--- config.mk ---
export PLATFORM = sky130hd
export DESIGN_NAME = sqwave_monitor
export DESIGN_NICKNAME = d
export VERILOG_FILES = /design/src/rtl/sqwave_monitor.sv
export SDC_FILE = /design/constraint.sdc
export NUM_CORES = 1
export LEC_CHECK = 0
export CAP_MARGIN = 30
export CELL_PAD_IN_SITES_DETAIL_PLACEMENT = 1
export CELL_PAD_IN_SITES_GLOBAL_PLACEMENT = 1
export CORE_UTILIZATION = 38
export CTS_CLUSTER_DIAMETER = 30
export DETAILED_ROUTE_END_ITERATION = 10
export PLACE_DENSITY_LB_ADDON = 0.12
export SLEW_MARGIN = 15
export SYNTH_ARGS = -nofsm -noshare
export SYNTH_HDL_FRONTEND = slang
export SYNTH_SLANG_ARGS = --single-unit
--- constraint.sdc ---
create_clock -name clock -period 2.71 [get_ports clock]
set_input_delay 0.271 -clock clock [delete_from_list [all_inputs] [get_ports clock]]
set_output_delay 0.271 -clock clock [all_outputs]
set_load 0.01 [all_outputs]
--- src/rtl/sqwave_monitor.sv ---
// sqwave_monitor
//   Measures the high and low phase durations of an asynchronous square wave
//   (typically a divided clock), compares each complete period against the
//   expected durations, and tracks lock and error statistics.
//
// Ports
//   clock       system clock, all state updates on its rising edge
//   reset       synchronous active-low reset
//   enable      1 = monitor runs, 0 = return to IDLE (aborts the current period)
//   wave_in     square wave under test, asynchronous to clock
//   exp_high    expected high duration in clock cycles
//   exp_low     expected low duration in clock cycles
//   high_count  last measured high duration
//   low_count   last measured low duration
//   meas_valid  one-cycle pulse: a new complete period measurement is available
//   period_err  one-cycle pulse with meas_valid when either duration mismatches
//   stuck       one-cycle pulse when the phase counter saturates without an edge
//   lock        level: LOCK_N consecutive error-free periods have been seen
//   err_count   saturating count of period_err and stuck events
module sqwave_monitor #(
  parameter int unsigned CNT_W  = 4,
  parameter int unsigned LOCK_N = 4
) (
  input  logic             clock,
  input  logic             reset,
  input  logic             enable,
  input  logic             wave_in,
  input  logic [CNT_W-1:0] exp_high,
  input  logic [CNT_W-1:0] exp_low,
  output logic [CNT_W-1:0] high_count,
  output logic [CNT_W-1:0] low_count,
  output logic             meas_valid,
  output logic             period_err,
  output logic             stuck,
  output logic             lock,
  output logic [7:0]       err_count
);

  localparam int unsigned MATCH_W = $clog2(LOCK_N + 1);
  localparam logic [MATCH_W-1:0] MATCH_FULL = MATCH_W'(LOCK_N);
  localparam logic [CNT_W-1:0]   CNT_ONE    = CNT_W'(1);

  typedef enum logic [1:0] {
    S_IDLE,
    S_ACQ,
    S_HIGH,
    S_LOW
  } state_e;

  state_e             state_q, state_d;
  logic               s1_q, s1_d;
  logic               s2_q, s2_d;
  logic               s3_q, s3_d;
  logic [CNT_W-1:0]   cnt_q, cnt_d;
  logic [CNT_W-1:0]   high_q, high_d;
  logic [CNT_W-1:0]   low_q, low_d;
  logic               mv_q, mv_d;
  logic               perr_q, perr_d;
  logic               stuck_q, stuck_d;
  logic               lock_q, lock_d;
  logic [MATCH_W-1:0] match_q, match_d;
  logic [7:0]         errc_q, errc_d;

  logic rise;
  logic fall;
  logic cnt_sat;

  always_comb begin
    // Edge detection works on the synchronized copies only.
    rise    = s2_q & ~s3_q;
    fall    = ~s2_q & s3_q;
    cnt_sat = (cnt_q == '1);

    s1_d    = wave_in;
    s2_d    = s1_q;
    s3_d    = s2_q;
    state_d = state_q;
    cnt_d   = cnt_q;
    high_d  = high_q;
    low_d   = low_q;
    mv_d    = 1'b0;
    perr_d  = 1'b0;
    stuck_d = 1'b0;
    match_d = match_q;
    errc_d  = errc_q;
    // lock follows the match counter one cycle later, so an error drops it on
    // the cycle after the period_err/stuck pulse.
    lock_d  = (match_q == MATCH_FULL);

    if (!enable) begin
      state_d = S_IDLE;
      cnt_d   = '0;
      match_d = '0;
      lock_d  = 1'b0;
    end else begin
      unique case (state_q)
        S_IDLE: begin
          state_d = S_ACQ;
          cnt_d   = '0;
        end
        S_ACQ: begin
          if (rise) begin
            state_d = S_HIGH;
            cnt_d   = CNT_ONE;
          end
        end
        S_HIGH: begin
          if (fall) begin
            high_d  = cnt_q;
            state_d = S_LOW;
            cnt_d   = CNT_ONE;
          end else if (cnt_sat) begin
            stuck_d = 1'b1;
            state_d = S_ACQ;
            cnt_d   = '0;
          end else begin
            cnt_d = cnt_q + CNT_ONE;
          end
        end
        S_LOW: begin
          if (rise) begin
            low_d   = cnt_q;
            mv_d    = 1'b1;
            perr_d  = (high_q != exp_high) || (cnt_q != exp_low);
            state_d = S_HIGH;
            cnt_d   = CNT_ONE;
          end else if (cnt_sat) begin
            stuck_d = 1'b1;
            state_d = S_ACQ;
            cnt_d   = '0;
          end else begin
            cnt_d = cnt_q + CNT_ONE;
          end
        end
        default: begin
          state_d = S_IDLE;
          cnt_d   = '0;
        end
      endcase
    end

    // period_err and stuck can never coincide: they come from exclusive branches.
    if (perr_d || stuck_d) begin
      match_d = '0;
      if (errc_q != 8'hFF) begin
        errc_d = errc_q + 8'd1;
      end
    end else if (mv_d && (match_q != MATCH_FULL)) begin
      match_d = match_q + MATCH_W'(1);
    end
  end

  always_ff @(posedge clock) begin
    if (!reset) begin
      state_q <= S_IDLE;
      s1_q    <= 1'b0;
      s2_q    <= 1'b0;
      s3_q    <= 1'b0;
      cnt_q   <= '0;
      high_q  <= '0;
      low_q   <= '0;
      mv_q    <= 1'b0;
      perr_q  <= 1'b0;
      stuck_q <= 1'b0;
      lock_q  <= 1'b0;
      match_q <= '0;
      errc_q  <= '0;
    end else begin
      state_q <= state_d;
      s1_q    <= s1_d;
      s2_q    <= s2_d;
      s3_q    <= s3_d;
      cnt_q   <= cnt_d;
      high_q  <= high_d;
      low_q   <= low_d;
      mv_q    <= mv_d;
      perr_q  <= perr_d;
      stuck_q <= stuck_d;
      lock_q  <= lock_d;
      match_q <= match_d;
      errc_q  <= errc_d;
    end
  end

  assign high_count = high_q;
  assign low_count  = low_q;
  assign meas_valid = mv_q;
  assign period_err = perr_q;
  assign stuck      = stuck_q;
  assign lock       = lock_q;
  assign err_count  = errc_q;

endmodule

### Register map, names as in the netlist

The bar under the picture is 20 µm long. Other sequential cells in the stronger gray, the rest of the logic in the fainter gray.
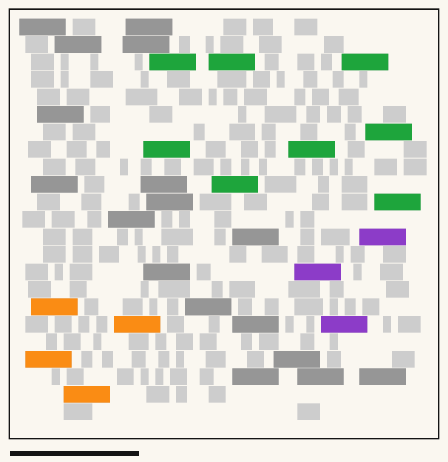
`cnt_q` -> orange  # flops 4, where lower left
`match_q` -> purple  # flops 3
`err_count` -> green  # flops 8
sequential cell area share: 31.4%
storage element area: 641 µm²
Flop+latch power: 477 µW

### Routed metal, one color a layer

The bar under the picture is 20 µm long.
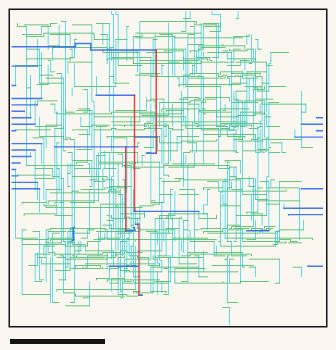
metal 1 -> green  # wire length 1,980 µm
metal 2 -> cyan  # wire length 2,050 µm
metal 3 -> blue  # wire length 190 µm
metal 4 -> red  # wire length 78.9 µm
drt wl/cell: 16.3 µm
Post-Route WL: 4290 µm
Total GRT Usage: 20.8%
vias: 1,481

### Selected gate families

The bar under the picture is 20 µm long.
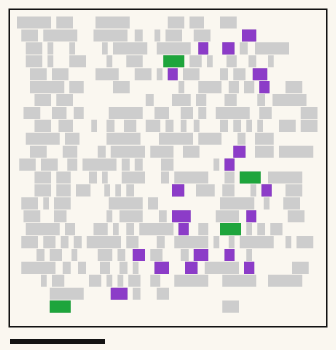
and/or cells -> purple  # cells 20
fa/ha/maj cells -> green  # cells 4

### Routing congestion map

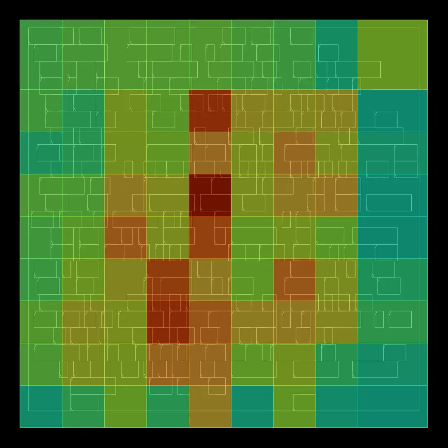
final core occ: 51.0%
GRT busiest layer: met2
met2 usage: 34.6%
global routing usage on met3: 5.48%

==> impl_metrics.toml <==
# generated from flow reports
[synth]
ys.warnings.count = 0
yosys_area_um2 = 1580
ys_types = 49
enable_flop_cells = 0
syn_inst = 181
xor_share_pct = 4.42
synth.cellmix.simpleShare_pct = 26.8
syn_nets = 197
area_leaders = "dfxtp_1 40%, xnor2_1 4.4%, nand2_1 4.0%"
async_flop_share_pct = 0

[final_timing]
fmax_mhz = 444
finClkSkew_ns = 0.00349
slew-limit-headroom_pct = 62.6
setup_slack_ns = 0.458

[drt]
drc = 0
topRoutingLayerUsed = "met4"
m1WireLength_um = 1980
wl_met3_um = 190
dr.pass1.iters = 4
drtAntennaViolNets = 0
route.met2.wl_um = 2050

[worst_setup_path]
crit_path_end = "err_count[6]$_SDFFE_PN0P_"
worst_ep_arrival_time_ns = 2.43
cp-start-kind = "primary input"
cp_cell_sequence = "clkdlybuf4s50_1, nand2_4, or4_1, and2_2, o221a_2"
path_delay_family = "simple AND/OR/NAND/NOR gates"
crit_path_max_fanout = 14
reg2reg_depth = 5
r2r-end = "err_count[6]$_SDFFE_PN0P_"
cp.depth = 5
worstSetupPathType = "in2reg"

[clock_network]
cts_hold_buf = 0
htree_num_levels = 2
worstSkewPairLatency_ns = 0.28
cts_root_buffer = "clkbuf_8"
clock-sinks = 32

[floorplanning]
num_rows = 23
core_area_um2 = 4000
die_x_um = 66.6
die_h_um = 66.6
core_util_floorplan_pct = 39.6
io_pins = 32
die-area_um2 = 4430

[power_and_ir_drop]
peakVddDrop_uv = 237
clk-power_uw = 400
p_per_area_nw_per_um2 = 451
power_switching_uw = 198
comb_power_share_pct = 4.9
maxPowerGroup = "sequential cells"
p_clk_share_pct = 43.4
p_int_uw = 723
leakagePower_nw = 0.717
swShare_pct = 21.5

[run_status]
status = "finished, final reports clean"

[place]
dp_cells = 257
port_buffers = 31
dpl.hpwl_um = 3090
gp_congestion = 0.792
post-place-ws_ns = 0.180

[finish]
stdcell_area_um2 = 2040
layout.cells.non_filler = 264
clk_share_pct = 4.72
layout_top_cell = "dfxtp_1"
layout.nonclk_buf_share_pct = 17.0
logic_gates = 134

[min_path]
min_to = "s2_q$_SDFF_PN0_"
worstHoldStart = "s1_q$_SDFF_PN0_"

[global_route]
first_global_vias = 1426
grtUsageMet1_pct = 25.5
grt_max_degree = 15
antenna_found_initial = 0

[job]
warnings = 27
No activity file was given, so power comes from the tool's default toggle rates.
